### Clock routing

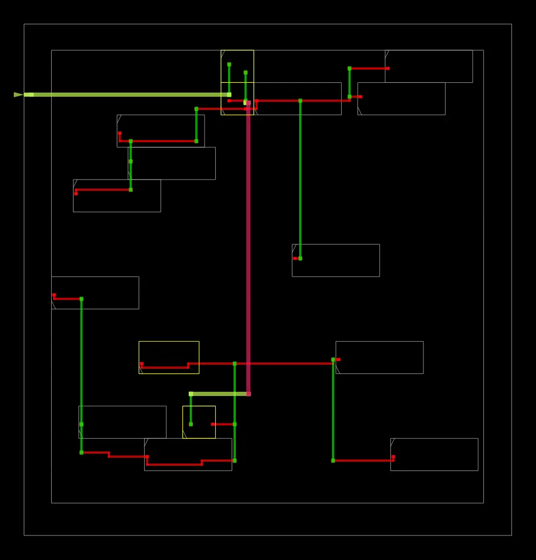
### Signal wires on met1

Scale bar: 10 um.
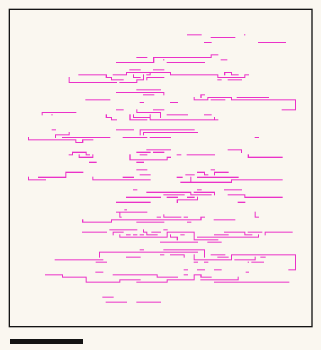
$ cat src/rtl/serout_frame_control.sv
// serout_frame_control
//   Frame sequencer for the serial output path. Wraps each byte held in the
//   write register in a start bit (0) and a stop bit (1), sends it LSB first
//   on the SOD line, and drives the Load/Shift strobes of the downstream
//   shift register. The sequencer only advances on bit-time ticks
//   (enp & BitTick).
//
// Ports
//   clk         system clock, the only clock
//   reset       synchronous, active-high reset
//   enp / enn   one-clk pulses on the rising / falling edge of the slow clock
//   BitTick     bit-time boundary, meaningful only together with enp
//   SeroutWr    one-clk pulse, CPU wrote the write register (marks it full)
//   DshiftOut   current LSB presented by the shift register
//   ForceBreak  holds SerOut low while set; does not affect sequencing
//   Load        write-register -> shift-register transfer strobe (one slow period)
//   Shift       shift-register advance strobe (one slow period)
//   SerOut      SOD line
//   SerNeedIrq  one-clk pulse when the write register becomes empty
//   XmitDone    1 = idle with no pending byte
//   fsm_state   debug view of the sequencer state
//
// Strobe handshake: Load and Shift are level strobes held for one slow
// period; the consumer acts on their rising edge. Load rises on the clk edge
// after the tick and falls after the next enp cycle; Shift rises after the
// first enn cycle following the tick and falls after the next enn cycle.

module serout_frame_control (
  input  logic       clk,
  input  logic       reset,
  input  logic       enp,
  input  logic       enn,
  input  logic       BitTick,
  input  logic       SeroutWr,
  input  logic       DshiftOut,
  input  logic       ForceBreak,
  output logic       Load,
  output logic       Shift,
  output logic       SerOut,
  output logic       SerNeedIrq,
  output logic       XmitDone,
  output logic [1:0] fsm_state
);

  typedef enum logic [1:0] {
    ST_IDLE  = 2'd0,
    ST_START = 2'd1,
    ST_DATA  = 2'd2,
    ST_STOP  = 2'd3
  } state_t;

  state_t     state, state_nxt;
  logic [2:0] count, count_nxt;
  logic       sod, sod_nxt;
  logic       wr_full, wr_full_nxt;
  logic       shift_pend;
  logic       load_start;
  logic       shift_req;
  logic       tick;
  logic       xmit_done_nxt;

  assign tick      = enp & BitTick;
  assign SerOut    = sod & ~ForceBreak;
  assign fsm_state = state;

  always_comb begin
    state_nxt  = state;
    count_nxt  = count;
    sod_nxt    = sod;
    load_start = 1'b0;
    shift_req  = 1'b0;
    if (tick) begin
      case (state)
        ST_IDLE: begin
          sod_nxt = 1'b1;
          if (wr_full) begin
            load_start = 1'b1;
            sod_nxt    = 1'b0;
            state_nxt  = ST_START;
          end
        end
        ST_START: begin
          // The byte was loaded one tick ago, so bit 0 is already presented.
          sod_nxt   = DshiftOut;
          count_nxt = 3'd0;
          shift_req = 1'b1;
          state_nxt = ST_DATA;
        end
        ST_DATA: begin
          if (count != 3'd7) begin
            sod_nxt   = DshiftOut;
            count_nxt = count + 3'd1;
            shift_req = 1'b1;
          end else begin
            sod_nxt   = 1'b1;
            state_nxt = ST_STOP;
          end
        end
        ST_STOP: begin
          // A pending byte starts immediately: no idle bit between frames.
          if (wr_full) begin
            load_start = 1'b1;
            sod_nxt    = 1'b0;
            state_nxt  = ST_START;
          end else begin
            sod_nxt   = 1'b1;
            state_nxt = ST_IDLE;
          end
        end
        default: begin
          sod_nxt   = 1'b1;
          state_nxt = ST_IDLE;
        end
      endcase
    end
  end

  // A write landing on the same clk as the load keeps the register full.
  assign wr_full_nxt   = SeroutWr | (wr_full & ~load_start);
  assign xmit_done_nxt = (state_nxt == ST_IDLE) & ~wr_full_nxt;

  always_ff @(posedge clk) begin
    if (reset) begin
      state      <= ST_IDLE;
      count      <= 3'd0;
      sod        <= 1'b1;
      wr_full    <= 1'b0;
      shift_pend <= 1'b0;
      Load       <= 1'b0;
      Shift      <= 1'b0;
      SerNeedIrq <= 1'b0;
      XmitDone   <= 1'b1;
    end else begin
      state      <= state_nxt;
      count      <= count_nxt;
      sod        <= sod_nxt;
      wr_full    <= wr_full_nxt;
      SerNeedIrq <= load_start;
      XmitDone   <= xmit_done_nxt;

      // The tick cycle carries enp, so the clear only fires one slow
      // period later.
      if (load_start) begin
        Load <= 1'b1;
      end else if (enp) begin
        Load <= 1'b0;
      end

      // Shift requests wait for the next falling slow-clock edge.
      if (shift_req) begin
        shift_pend <= 1'b1;
      end else if (shift_pend && enn) begin
        shift_pend <= 1'b0;
      end

      if (Shift && enn) begin
        Shift <= 1'b0;
      end else if (shift_pend && enn) begin
        Shift <= 1'b1;
      end
    end
  end

endmodule

$ cat config.mk
export PLATFORM = sky130hd
export DESIGN_NAME = serout_frame_control
export DESIGN_NICKNAME = d
export VERILOG_FILES = /design/src/rtl/serout_frame_control.sv
export SDC_FILE = /design/constraint.sdc
export NUM_CORES = 1
export LEC_CHECK = 0
export CORE_AREA = 2 2 39 41
export CTS_CLUSTER_DIAMETER = 30
export DETAILED_ROUTE_END_ITERATION = 8
export DIE_AREA = 0 0 41 43
export GPL_TIMING_DRIVEN = 0
export PLACE_DENSITY_LB_ADDON = 0.25
export SYNTH_ARGS = -nofsm -noshare
export SYNTH_HDL_FRONTEND = slang
export SYNTH_SLANG_ARGS = --single-unit
export TNS_END_PERCENT = 30
$ cat constraint.sdc
create_clock -name clk -period 3.1 [get_ports clk]
set_input_delay 0.775 -clock clk [delete_from_list [all_inputs] [get_ports clk]]
set_output_delay 0.775 -clock clk [all_outputs]
set_load 0.005 [all_outputs]
==> impl_metrics.ini <==
; physical design summary
[status]
outcome = completed

[sta]
timing_max_transition_violations_final = 0
setup_tns_ns = 0
post-route-min-period_ns = 2.55
setup_violations = 0
final.hold.worst_slack_ns = 0.464
smallest_setup_slack_after_layout_ns = 0.553
tightest_pin_transition_ns = 0.425

[global_routing]
met2_usage = 0.209
antenna_found_initial = 0
grt_most_used_layer = met2

[finish]
layout.core_utilization = 0.581
largest_register_ffs = 3
buffers_excl_clock = 16
sequential_cell_area_um2 = 240
area.combinational_um2 = 338
commonest_non_fill_non_tap_cells_in_the_layout = clkdlybuf4s50_1 (14), dfxtp_1 (12), a21oi_1 (10)
number_of_inserted_diodes = 0
nets = 105
comb_area_frac = 0.420
nonClockInverterCount = 4

[die]
die_width_um = 41
initial_utilization = 0.439
pin_count = 15

[cts]
cts.reportedPaths.clkPinSlew_ns = 0.07
total_of_hold_buffers_inserted_after_clock_tree_synthesis = 0
cts_repair_resize_count = 0
clockBufferDepth = 2

[synth]
synth_simple_gate_area_share = 0.206
yosys_top_cell_by_area = dfxtp_1
asyncSetResetFlopFracSynth = 0
area_fraction_in_full_adders_half_adders_and_majority_gates = 0.144
synth_cell_types = 23
synth_compound_gate_area_share = 0.187
syn_avg_cell_area_um2 = 8.56
gate_count_after_technology_mapping = 71
synth-main-ff-cell = dfxtp_1
ys.flops = 12
ys.warnings.count = 0
synth_top_area_share = 0.395

[route]
drc_errors = 0
wire_per_inst_um = 10.4
wl_met1_um = 538
first_iter_violations = 7
wl_met3_um = 78
drt.antenna.violating_nets = 0

[worst_hold_path]
hold_path_sink = count[1]
hold_path_class = register to register

[pwr]
fin_total_pwr_w = 0.000334
sequentialPowerShare = 0.485
power.density_mw_per_mm2 = 415
swShare = 0.236

[setup_path]
setup.worst_path.end = SerOut
worstPathArrival_ns = 1.77
worst_path_most_repeated_cell = clkdlybuf4s50_1
timing.reg2reg.setup_slack_ns = 1.56
setup.worst_path.start_class = input pin
r2r_start = fsm_state[0]
timing.critical_path.slowest_cell_delay_ns = 0.50
crit_path_max_fanout = 1
path_cells = clkdlybuf4s50_1 -> nor2b_1 -> clkdlybuf4s50_1
required_ns = 2.32
worst_r2r_endpoint = count[1]
kind_of_critical_path = input pin to output port

[place]
gpl.final_weighted_congestion = 0.695
io_buffer_count = 14
Notes on 'Clock routing' above:
Worst Clk Skew: 0.00869 ns
Clk Latency, worst-skew pair: 0.28 ns
Num CTS Buffers: 3
number of clock buffers in the layout: 4
sinks on the clock net: 12

Notes on 'Signal wires on met1' above:
The layer carries 538 um of wire. The wires run mostly horizontal.
number of vias after detailed routing: 516
total detailed-routing wirelength: 1100 um
GR Util met1: 0.187

